$ cat src/rtl/sia_dmac_pkg.sv
// sia_dmac_pkg: shared definitions for the SIA DMA controller.
//   state_e  - 3-bit channel sequencer state encoding
//   SEL_WORD - byte-select pattern for 16-bit word transfers
package sia_dmac_pkg;

   typedef enum logic [2:0] {
      ST_IDLE   = 3'd0,
      ST_WAIT   = 3'd1,
      ST_RD_REQ = 3'd2,
      ST_RD_ACK = 3'd3,
      ST_WR_REQ = 3'd4,
      ST_WR_ACK = 3'd5,
      ST_FIN    = 3'd6
   } state_e;

   localparam logic [1:0] SEL_WORD = 2'b11;

endpackage

$ cat src/rtl/sia_dmac.sv
// sia_dmac: single-channel DMA controller for the serial interface adapter.
// Moves count_i 16-bit words between the SIA data register and memory as a
// Wishbone B4 pipelined master, one bus cycle outstanding at a time.
//   clk_i, reset_i             clock, async active-high reset
//   start_i, abort_i           channel control pulses
//   dir_i, mem_adr_i, count_i  transfer setup (0 = RX SIA->mem, 1 = TX mem->SIA)
//   rx_not_empty_i, tx_not_full_i  SIA queue flags
//   adr_o, we_o, cyc_o, stb_o, sel_o, dat_o, dat_i, ack_i, stall_i  WB master
//   busy_o, done_o, aborted_o, remaining_o  channel status
module sia_dmac
   import sia_dmac_pkg::*;
#(
   parameter int unsigned            ADDR_WIDTH   = 24,
   parameter int unsigned            COUNT_WIDTH  = 16,
   parameter logic [ADDR_WIDTH-1:0]  SIA_DATA_ADR = '0
) (
   input  logic                   clk_i,
   input  logic                   reset_i,
   input  logic                   start_i,
   input  logic                   abort_i,
   input  logic                   dir_i,
   input  logic [ADDR_WIDTH-1:0]  mem_adr_i,
   input  logic [COUNT_WIDTH-1:0] count_i,
   input  logic                   rx_not_empty_i,
   input  logic                   tx_not_full_i,
   output logic [ADDR_WIDTH-1:0]  adr_o,
   output logic                   we_o,
   output logic                   cyc_o,
   output logic                   stb_o,
   output logic [1:0]             sel_o,
   output logic [15:0]            dat_o,
   input  logic [15:0]            dat_i,
   input  logic                   ack_i,
   input  logic                   stall_i,
   output logic                   busy_o,
   output logic                   done_o,
   output logic                   aborted_o,
   output logic [COUNT_WIDTH-1:0] remaining_o
);

   state_e                 state_q;
   logic                   dir_q;
   logic [ADDR_WIDTH-1:0]  ptr_q;
   logic [ADDR_WIDTH-1:0]  ptr_d;
   logic [COUNT_WIDTH-1:0] rem_q;
   logic [COUNT_WIDTH-1:0] rem_d;
   logic [15:0]            hold_q;
   logic                   abort_q;
   logic                   abort_hit;
   logic                   flag_ok;
   logic [ADDR_WIDTH-1:0]  adr_q;
   logic                   we_q;
   logic                   cyc_q;
   logic                   stb_q;
   logic [1:0]             sel_q;
   logic [15:0]            dat_q;
   logic                   busy_q;
   logic                   done_q;
   logic                   aborted_q;

   always_comb begin
      ptr_d     = ptr_q + ADDR_WIDTH'(1);
      rem_d     = rem_q - COUNT_WIDTH'(1);
      abort_hit = abort_q | abort_i;
      flag_ok   = dir_q ? tx_not_full_i : rx_not_empty_i;
   end

   always_ff @(posedge clk_i or posedge reset_i) begin
      if (reset_i) begin
         state_q   <= ST_IDLE;
         dir_q     <= 1'b0;
         ptr_q     <= '0;
         rem_q     <= '0;
         hold_q    <= '0;
         abort_q   <= 1'b0;
         adr_q     <= '0;
         we_q      <= 1'b0;
         cyc_q     <= 1'b0;
         stb_q     <= 1'b0;
         sel_q     <= '0;
         dat_q     <= '0;
         busy_q    <= 1'b0;
         done_q    <= 1'b0;
         aborted_q <= 1'b0;
      end else begin
         done_q <= 1'b0;
         case (state_q)
            ST_IDLE: begin
               if (start_i) begin
                  dir_q     <= dir_i;
                  ptr_q     <= mem_adr_i;
                  rem_q     <= count_i;
                  aborted_q <= 1'b0;
                  abort_q   <= 1'b0;
                  busy_q    <= 1'b1;
                  state_q   <= (count_i == '0) ? ST_FIN : ST_WAIT;
               end
            end
            ST_WAIT: begin
               if (abort_i) begin
                  aborted_q <= 1'b1;
                  state_q   <= ST_FIN;
               end else if (flag_ok) begin
                  cyc_q   <= 1'b1;
                  stb_q   <= 1'b1;
                  we_q    <= 1'b0;
                  sel_q   <= SEL_WORD;
                  adr_q   <= dir_q ? ptr_q : SIA_DATA_ADR;
                  state_q <= ST_RD_REQ;
               end
            end
            ST_RD_REQ: begin
               if (abort_i) abort_q <= 1'b1;
               if (!stall_i) begin
                  stb_q   <= 1'b0;
                  sel_q   <= '0;
                  state_q <= ST_RD_ACK;
               end
            end
            ST_RD_ACK: begin
               if (abort_i) abort_q <= 1'b1;
               if (ack_i) begin
                  hold_q  <= dat_i;
                  cyc_q   <= 1'b0;
                  state_q <= ST_WR_REQ;
               end
            end
            ST_WR_REQ: begin
               if (abort_i) abort_q <= 1'b1;
               // First cycle here is the one-cycle cyc_o gap after the read;
               // the write request is raised at its end.
               if (!cyc_q) begin
                  cyc_q <= 1'b1;
                  stb_q <= 1'b1;
                  we_q  <= 1'b1;
                  sel_q <= SEL_WORD;
                  adr_q <= dir_q ? SIA_DATA_ADR : ptr_q;
                  dat_q <= hold_q;
               end else if (!stall_i) begin
                  stb_q   <= 1'b0;
                  sel_q   <= '0;
                  state_q <= ST_WR_ACK;
               end
            end
            ST_WR_ACK: begin
               if (ack_i) begin
                  cyc_q <= 1'b0;
                  we_q  <= 1'b0;
                  ptr_q <= ptr_d;
                  rem_q <= rem_d;
                  if ((rem_d == '0) || abort_hit) begin
                     aborted_q <= abort_hit;
                     state_q   <= ST_FIN;
                  end else begin
                     state_q <= ST_WAIT;
                  end
               end else if (abort_i) begin
                  abort_q <= 1'b1;
               end
            end
            ST_FIN: begin
               done_q  <= 1'b1;
               busy_q  <= 1'b0;
               abort_q <= 1'b0;
               state_q <= ST_IDLE;
            end
            default: state_q <= ST_IDLE;
         endcase
      end
   end

   assign adr_o       = adr_q;
   assign we_o        = we_q;
   assign cyc_o       = cyc_q;
   assign stb_o       = stb_q;
   assign sel_o       = sel_q;
   assign dat_o       = dat_q;
   assign busy_o      = busy_q;
   assign done_o      = done_q;
   assign aborted_o   = aborted_q;
   assign remaining_o = rem_q;

endmodule

$ cat config.mk
export PLATFORM = sky130hd
export DESIGN_NAME = sia_dmac
export DESIGN_NICKNAME = d
export VERILOG_FILES = /design/src/rtl/sia_dmac_pkg.sv /design/src/rtl/sia_dmac.sv
export SDC_FILE = /design/constraint.sdc
export NUM_CORES = 1
export LEC_CHECK = 0
export ABC_AREA = 1
export CAP_MARGIN = 30
export CORE_MARGIN = 1.5
export CORE_UTILIZATION = 30
export CTS_CLUSTER_DIAMETER = 100
export CTS_CLUSTER_SIZE = 16
export DETAILED_ROUTE_END_ITERATION = 10
export PLACE_DENSITY = 0.52
export SKIP_CTS_REPAIR_TIMING = 1
export SYNTH_ARGS = -nofsm -noshare
export SYNTH_HDL_FRONTEND = slang
export SYNTH_SLANG_ARGS = --single-unit
$ cat constraint.sdc
create_clock -name clk_i -period 3.46 [get_ports clk_i]
set_input_delay 0.519 -clock clk_i [delete_from_list [all_inputs] [get_ports clk_i]]
set_output_delay 0.519 -clock clk_i [all_outputs]
set_load 0.01 [all_outputs]
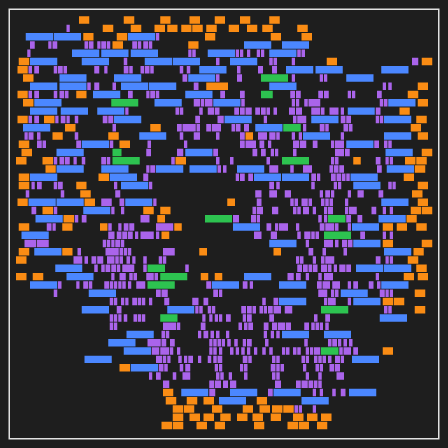
run_1/placement_by_type.png
| class | colour | cells | share of their area |
|---|---|---|---|
| sequential cells | blue | 109 | 38% |
| remaining buffers and delay cells | orange | 140 | 19% |
| clock drivers and dummy loads | green | 16 | 4.5% |
| combinational and other logic | purple | 603 | 39% |
share of the core filled with cells in the final layout: 40.51%
register fraction of the total cell area: 36.12%
Placeable Area: 0.01864 mm²
final standard cell area without fillers: 0.007552 mm²

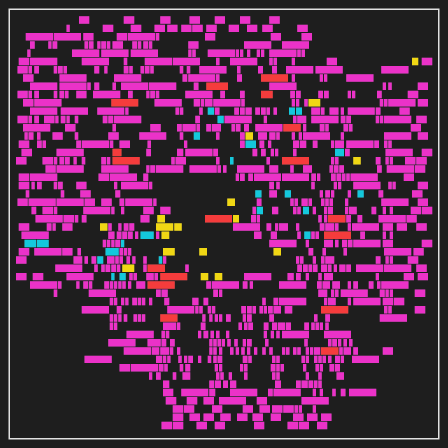
run_1/sizes.png
| size | colour | cells |
|---|---|---|
| _2 cells | cyan | 23 |
| _0 and _1 cells | magenta | 811 |
| _3 and _4 cells | yellow | 17 |
| _6 and larger | red | 17 |
nonclk buf count: 140
synthesis-to-finish area growth: 32.81%

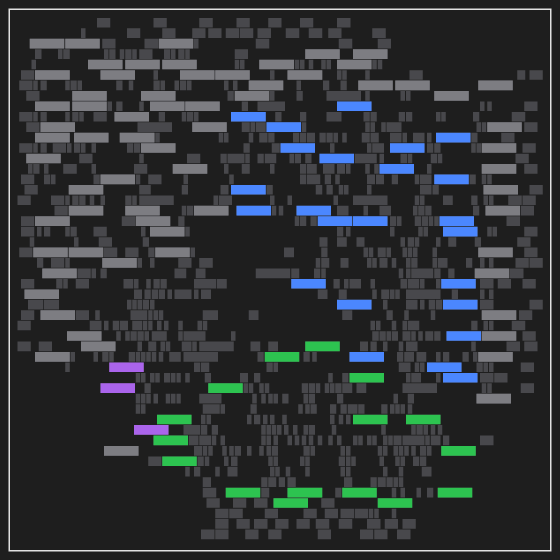
run_1/flops_by_reg.png
Other sequential cells in the stronger grey, the rest of the logic in the fainter grey.
| signal | colour | placed flops |
|---|---|---|
| remaining_o | green | 16 |
| ptr_q | blue | 24 |
| state_q | purple | 3 |
not coloured: 66

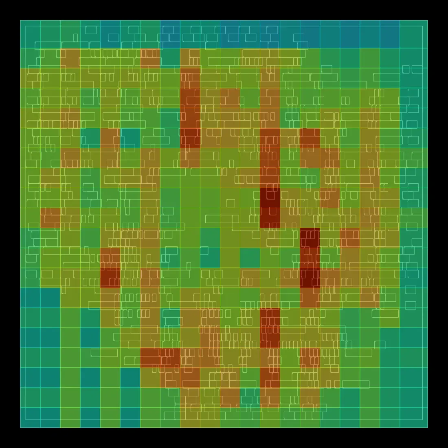
run_1/congestion.png
Routed wire per std cell: 14.42 µm
Tot GR Track Use: 16.73%
met1 track demand over resource in global routing: 23.22%
Top Usage Layer GRT: met2

==> run 1: cells by family after synthesis <==
| kind of cell | count (synthesis) |
|---|---|
| flops | 109 |
| xor+xnor | 15 |
| mux | 3 |
| simple gates | 378 |
| buf+inv | 100 |
| compound gates | 134 |
| fa+ha+maj | 3 |
==> run 1: area by class of cell <==
| class | count | area share, % |
|---|---|---|
| tap | 234 | 3.877 |
| clock buffer | 9 | 2.982 |
| multi-input combinational | 533 | 33.81 |
| timing repair buffer | 140 | 18.32 |
| clock inverter | 7 | 1.342 |
| sequential | 109 | 36.12 |
| inverter | 70 | 3.545 |
==> run 1: worst reg2reg max path, delay by kind of cell, from the launching register on <==
family	cells	cell delay, ns
adders and majority gates	1	0.28
buffers and inverters	1	0.14
DFF	1	0.43
and+or+nand+nor	11	1.36
==> run summary, run 1 <==
Implementation results. Global routing used between 20% and 30% of the available met2 tracks. The biggest area contributor in the post-synthesis netlist is sky130_fd_sc_hd__dfrtp_1. Per the post-route antenna check, the number of violating nets is 0.

Final critical-path required period landed at 2.314 ns. STA classifies the critical path endpoint as a register. Among all flip-flop cells after synthesis, the most frequent one is sky130_fd_sc_hd__dfrtp_1. For this run, the number of standard cells in the final layout without fillers is ~1100. Per the synthesis report, the single largest cell type by area occupies a little under half of cell area.

In the routed design, unresolved DRC markers number 0. Across all hold checks on the routed design, the worst slack comes to slightly below 0.5 ns. The clock network accounts for between 15 and 20% of the total power. The pin closest to its max-slew limit shows a slew of roughly 0.64 ns. Maximum buffer depth of the clock tree landed at 2.

The run finished with clean final reports. Number of fillers in the final layout landed at 1920. Per the cell usage report, the commonest logic cells after layout are sky130_fd_sc_hd__nand2_1, sky130_fd_sc_hd__clkdlybuf4s50_1, sky130_fd_sc_hd__dfrtp_1. The post-synth register bit count is about 110. The chip area line in the Yosys stat output reads roughly 0.0057 mm².

Looking at the group totals, the largest power group turns out to be combinational logic. Number of nets in the final layout landed at between 900 and 1000. The worst setup path is of the reg2reg kind. Detailed routing placed a total of ~7.1 mm of wire on met2. From left edge to right edge, the die measures around 140 µm.

STA lists the endpoint of the worst register-to-register path as aborted_o. OpenSTA lists the critical path endpoint as aborted_o. Number of buffers inserted during clock tree synthesis landed at 9. The worst setup path is launched from a register. The first detailed-routing pass ran for 5 iterations. The startpoint identified for the worst register-to-register timing path is remaining_o[0]. In this design, the largest share of critical-path delay is due to simple AND/OR/NAND/NOR gates.

Met3 routed wirelength landed at 864 µm. Final count of pins violating max slew landed at 0. Per the STA report, the cell with the highest stage delay on the worst path is sky130_fd_sc_hd__dfrtp_1.

Area share of and-or/or-and cells after synthesis landed at 13.44%. STA on the placed design reports a worst setup slack of between 0.9 and 1 ns. The critical path runs through a total of 13 cells. Insertion delay at the late pin of the worst-skew pair landed at 0.36 ns. The most critical min-delay path falls under reg2reg. Power of the combinational group landed at roughly 0.0035 W.

Largest voltage drop on the vdd net landed at ~450 µV. Logic area landed at ~0.0026 mm². Required time of the critical path landed at around 3.7 ns. Area share of fa/ha/maj cells after synthesis landed at less than 1%. In this run the top signal layer used is met4. Counting cells, the worst reg-to-reg path comes to 13. Number of antenna violations at the first check in global routing landed at 1. Areal power density over the cells landed at 925.6 mW/mm². Number of H-tree levels landed at 3. In this run the vertical extent of the chip is approximately 140 µm. For this block, the via count after detailed routing is between 5000 and 6000. Net switching power landed at 0.003103 W. Per Yosys stat, the portion of area used by sequential elements is between 40% and 50%.

Yosys attributes the largest share of cell area to sky130_fd_sc_hd__dfrtp_1, sky130_fd_sc_hd__nand2_1, sky130_fd_sc_hd__nor2_1. RePlAce ended its routability-driven mode at a weighted congestion of roughly 0.84. The report lists the cells along the critical path as inv_1 > ha_1 > nand2_1 > nor2_1 > nand3_1 > nand2_1 > nand3_1 > nor2_1 > nand3_1 > nand3_1 > nand2_1 > nand2_1 > nand2_1. Share of synthesized cell area in and, or, nand and nor gates landed at approximately 28%. The final timing report lists a hold violation count of 0. In this design, the critical path's most frequently occurring cell is sky130_fd_sc_hd__nand2_1. Sequential standard cell area landed at ~0.0027 mm². Share of layout cells above drive strength 1 landed at around 6.6%. The worst path uses 66.89% of the clock period. In the final timing run, aggregate negative setup slack is 0 ns. The library cell used most frequently in the layout, excluding fill and tap cells, is sky130_fd_sc_hd__nand2_1.

Number of cells in Yosys stat landed at between 700 and 800. Setup repair after global routing left no endpoint under its margin. Per the finish-stage timing summary, setup violations number 0. The highest clock rate this design can be run at is around 430 MHz. The chip occupies 0.01979 mm².

In the post-route report, total wirelength is listed as approximately 16 mm. After detailed placement, the design holds a cell count of approximately 1100. TritonCTS built the clock tree.

Wire length of the first global-routing pass landed at around 26 mm. Met1 routed wirelength after detailed routing landed at a little under 8 mm. Buffering stage count on the worst path with inverters included landed at 1. The synthesis run identifies the leading combinational cell family as simple AND/OR/NAND/NOR gates. Summed over all nets, the half-perimeter wirelength after detailed placement is around 12 mm.

Parity-gate share of the synthesized area counting xor and xnor cells landed at under 10%. Via count of the first global-routing pass landed at 4997. During placement, the flow inserted port buffers numbering about 130. In the hold timing report, the worst path depth is 2. The synthesized netlist occupies a cell area of roughly 0.0057 mm². Switching part of the total landed at between 40 and 50%. The violation tally recorded at the end of detailed-routing iteration 0 is 228.

For reference, the mux area share after synthesis is 0.5721%. For reference, the post-synthesis area per instance comes to between 7 and 8 µm². Tracing the worst setup path back leads to its startpoint at remaining_o[0].

Per the hold report, the tightest min-delay path originates at adr_o[17]. Per report_power, the combinational group accounts for 49.8% of the total. Standard cell area after detailed placement landed at 0.007226 mm². Peak per-stage delay on the critical path landed at between 0.4 and 0.5 ns. Reg2reg setup slack landed at between 1 and 1.5 ns.

Count of tool warnings landed at 27. Across the run, the number of max-cap violations was 0. Final antenna diode count landed at 0.

Number of nets at floorplan landed at between 800 and 900. The synthesized design contains 0 enable-type register cells. Arrival time at the worst endpoint landed at ~2.6 ns. Top fanout value on the critical path landed at 5. Among all cell types in the netlist, the one instantiated most often is sky130_fd_sc_hd__nand2_1.

Leakage power landed at ~3.4 nW. Gate count after technology mapping landed at about 740. Worst slew slack as a fraction of its limit landed at between 50 and 60%. Met3 usage landed at 3.940%. Per the detail_route report, vias per standard cell equal approximately 4.8. Number of top-level design ports landed at between 100 and 150.

Sequential group power landed at around 0.0024 W. The synthesis report lists the Yosys warning total as 0.
--- run 2 (diff from run 1) ---
- PLACE_DENSITY: 0.52 -> 0.5
- clock period: 3.46 -> 2.25 ns (I/O delays scaled with it)
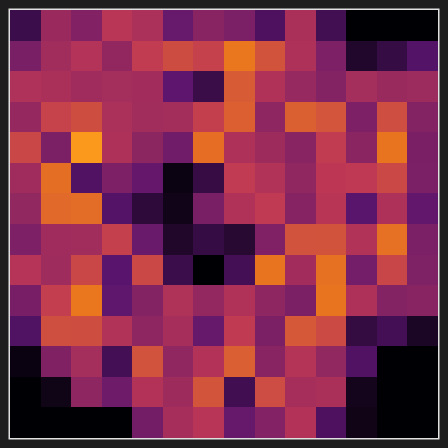
run_2/cell_density.png
14 x 14 tiles, from black (low) to pale yellow (high), 0 to 100% covered.
tiles over 75% full: 0.50%
fullest tile: 78%
nearly empty tiles: 7.7%
mean over tiles: 37%
emptiest ninth of the die: south-east
share of the core filled with cells in the final layout: 40.81%
effective utilization at floorplan: 30.50%

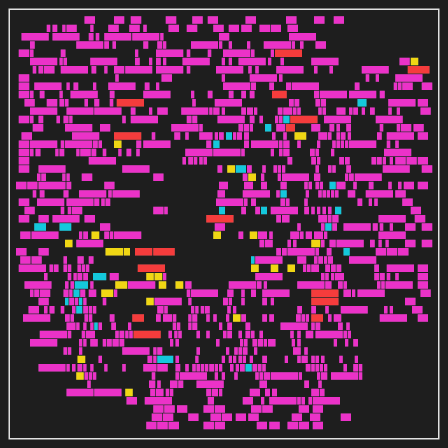
run_2/sizes.png
| size | colour | cells |
|---|---|---|
| _0 and _1 cells | magenta | 809 |
| _2 cells | cyan | 25 |
| _6 and larger | red | 16 |
| _3 and _4 cells | yellow | 26 |
synthesis-to-finish area growth: 33.77%
nonclk buf count: 148
final standard cell area without fillers: 0.007607 mm²
crit path setup slack, layout: 0.2371 ns

==> run summary, run 2 <==
Implementation results. The worst setup path is of the reg2reg kind. The worst path uses about nine tenths of the clock period. Power of the combinational group landed at 0.00554 W.

Share of synthesized cell area in and, or, nand and nor gates landed at approximately 28%. STA classifies the critical path startpoint as a register. For this design, the slowest cell found on the critical path is sky130_fd_sc_hd__dfrtp_1.

Parity-gate share of the synthesized area counting xor and xnor cells landed at under 10%. Net switching power landed at between 0.004 and 0.005 W. The launch point of the critical path was reported as remaining_o[0]. The main area contributors are sky130_fd_sc_hd__dfrtp_1, sky130_fd_sc_hd__nand2_1, sky130_fd_sc_hd__nor2_1. In the final layout, the multi-input gates occupy between 0.002 and 0.003 mm². Per the OpenROAD floorplan log, the height of the die is roughly 140 µm. Met1 capacity usage during global routing landed at around 23%.

Measured along the x axis, the die boundary spans 140.7 µm. Number of antenna violations at the first check in global routing landed at 0. Per the timing report, the most critical flop-to-flop path originates at remaining_o[0]. In the final layout, the share of cells above drive strength 1 is ~7.6%.

Final antenna diode count landed at 0. Areal power density over the cells landed at between 1000 and 1500 mW/mm². Number of H-tree levels landed at 3. Multiplexer cells account for less than 1% of the synthesized area. The synthesis run identifies the leading combinational cell family as simple AND/OR/NAND/NOR gates. Number of buffers inserted during clock tree synthesis landed at 9. Gate count after technology mapping landed at roughly 740.

Last weighted congestion value of the routability-driven placer landed at roughly 0.89. The first global-routing pass estimated 27.21 mm of wire. The via count of the first global-routing pass came to ~5200. For reference, the critical path is captured by aborted_o. HPWL after detailed placement landed at 11.83 mm. Max-capacitance violation count landed at 0. Leakage power landed at 3.471 nW. Area share of fa/ha/maj cells after synthesis landed at 0.6601%. Clock group share of total power landed at 15.1%. On the critical path the data arrives at approximately 2.3 ns. Cell area after technology mapping landed at 0.005687 mm². Met3 routed wirelength landed at slightly above 900 µm. Looking at the worst setup and hold paths, the clock pins of their registers show a slew of 0.08 ns. Reg2reg setup slack landed at approximately 0.24 ns. Share of the synthesized area in the top cell type landed at between 40 and 50%. Number of top-level design ports landed at approximately 130.

Yosys warning tally landed at 0. Count of state elements after synthesis landed at roughly 110. Iteration tally of the first detailed-router pass landed at 5. The detail route stage leaves a number of antenna-violating nets equal to 0. Per the synthesis report, the dominant area consumer among library cells is sky130_fd_sc_hd__dfrtp_1. The buffer_ports step reported a buffer count of between 100 and 150. Per the final report, max-transition violations number 0. The worst setup path is captured at a register. TritonCTS built the clock tree. Switching part of the total landed at 43.80%. Per the timing report, the most critical flop-to-flop path finishes at aborted_o. Final critical-path required period landed at a little over 2 ns.

Peak per-stage delay on the critical path landed at a little over 0.4 ns. Number of cells on the critical path landed at 13. The run finished with clean final reports. The number of warnings reported in the stage logs is 29. Post-synthesis, Yosys gives the total cell area as about 0.0057 mm². Per the detail_route report, vias per standard cell equal between 4 and 5. The longest clock path from root to sink contains 2 buffers. Combinational cells account for around half of the total power. The analysis reports a worst IR drop on VDD of 541.2 µV. Per the skew report, the later register of the worst-skew pair sees a clock latency of 0.36 ns. Met1 routed wirelength after detailed routing landed at a little under 8 mm.

Per the GRT log, the top usage layer is met2. Synthesized area per cell landed at around 7.7 µm². Hold violation count in the final report landed at 0.

The post-synth count of flops with an enable pin is 0. Global routing consumed, on the met2 layer, around 28% of the routing resources. The slew check shows that the tightest pin keeps a relative margin of 58.91%. Fmax landed at 496.8 MHz. Required time of the critical path landed at around 2.5 ns. Among the stages of the critical path, the cell type that occurs most often is sky130_fd_sc_hd__nand2_1. Among all flip-flop cells after synthesis, the most frequent one is sky130_fd_sc_hd__dfrtp_1. The timing report attributes the biggest portion of critical-path delay to simple AND/OR/NAND/NOR gates. Number of cells in Yosys stat landed at 742. In the power breakdown, the biggest contributor is combinational logic. The path class of the tightest hold or removal check is in2async.

Per the finish-stage timing summary, setup violations number 0. Max fanout on the critical path was recorded as 5. Signal routing reaches up to met4. Average wire length per cell after detail routing landed at 14.76 µm. Overall via count from detail_route landed at 5296.

Per Yosys stat, the portion of area used by sequential elements is about 48%. For reference, the critical path cell chain is inv_1 > ha_2 > nand2_1 > nor2_2 > nor2_1 > nor2_1 > nand3_1 > nor2_1 > nand3_1 > nand3_1 > nand2_1 > nand2_1 > nand2_1. Ranking logic cells in the layout by count gives the top entries sky130_fd_sc_hd__nand2_1, sky130_fd_sc_hd__clkdlybuf4s50_1, sky130_fd_sc_hd__dfrtp_1. The top cell type in the final layout, fill and taps aside, is sky130_fd_sc_hd__nand2_1. Wire segments on met2 add up to between 7 and 8 mm in the final route. The transition time recorded at the tightest slew-check pin is between 0.6 and 0.7 ns. Per the layout report, the design carries approximately 1900 filler cells. The net count of the finished layout is ~940. Total wire length landed at about 16 mm. Sequential cells consume a total of around 0.0037 W. Total track usage landed at 17.21%. At floorplan, the net count of the design was reported as about 810. Area share of and-or/or-and cells after synthesis landed at about 13%. Yosys instantiated no cell more often than sky130_fd_sc_hd__nand2_1. The chip occupies 0.01979 mm². Met3 usage landed at just under 4%.

Clock distribution power landed at approximately 0.0016 W. TritonRoute reported its final design rule violation total as 0. Setup total negative slack on the finished layout was measured at 0 ns. Setup repair after global routing left no endpoint under its margin.

The timing report notes that buffer and inverter cells on the critical path total 1. Initial DRC count landed at between 300 and 400. Counting cells, the worst reg-to-reg path comes to 13. Per the OpenROAD floorplan log, the area of the core is 0.01864 mm².
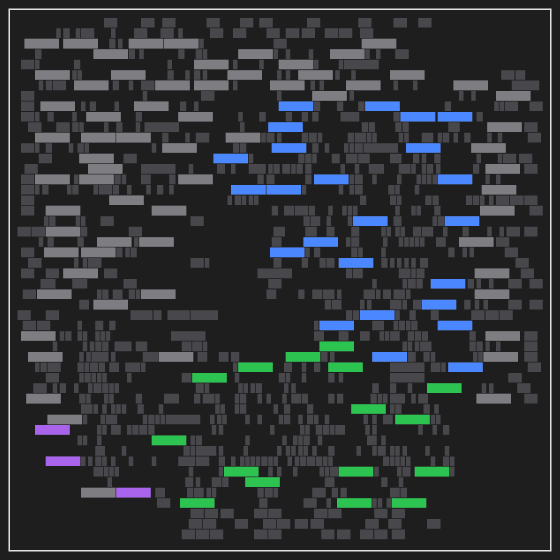
run_2/flops_by_reg.png
Other sequential cells in the stronger grey, the rest of the logic in the fainter grey.
| signal | colour | placed flops |
|---|---|---|
| remaining_o | green | 16 |
| ptr_q | blue | 24 |
| state_q | purple | 3 |
not coloured: 66
total area of sequential cells: 0.002728 mm²
register fraction of the total cell area: 35.86%

## run 2: through the flow
stage | hold WS, ns | std cells | area (µm²) | setup slack (ns)
after floorplan | 0.4459 | 742 | 5690 | 0.4711
after global routing | 0.5101 | 1110 | 7607 | 0.01401
after detailed placement | 0.4681 | 1094 | 7300 | 0.1625
after CTS | 0.4887 | 1110 | 7602 | 0.1498
final | 0.4819 | 1110 | 7607 | 0.2371
after global placement | 0.4665 | 1094 | 7300 | 0.1883
## run 2: cell type report
type,instances,area share [%]
Tap cell,234,3.849
Clock inverter,6,0.8388
Clock buffer,10,3.141
Sequential cell,109,35.86
Multi-Input combinational cell,533,33.63
Timing Repair Buffer,148,19.14
Inverter,70,3.536
Power figures rest on the tool's default switching activity, not on a simulated workload.
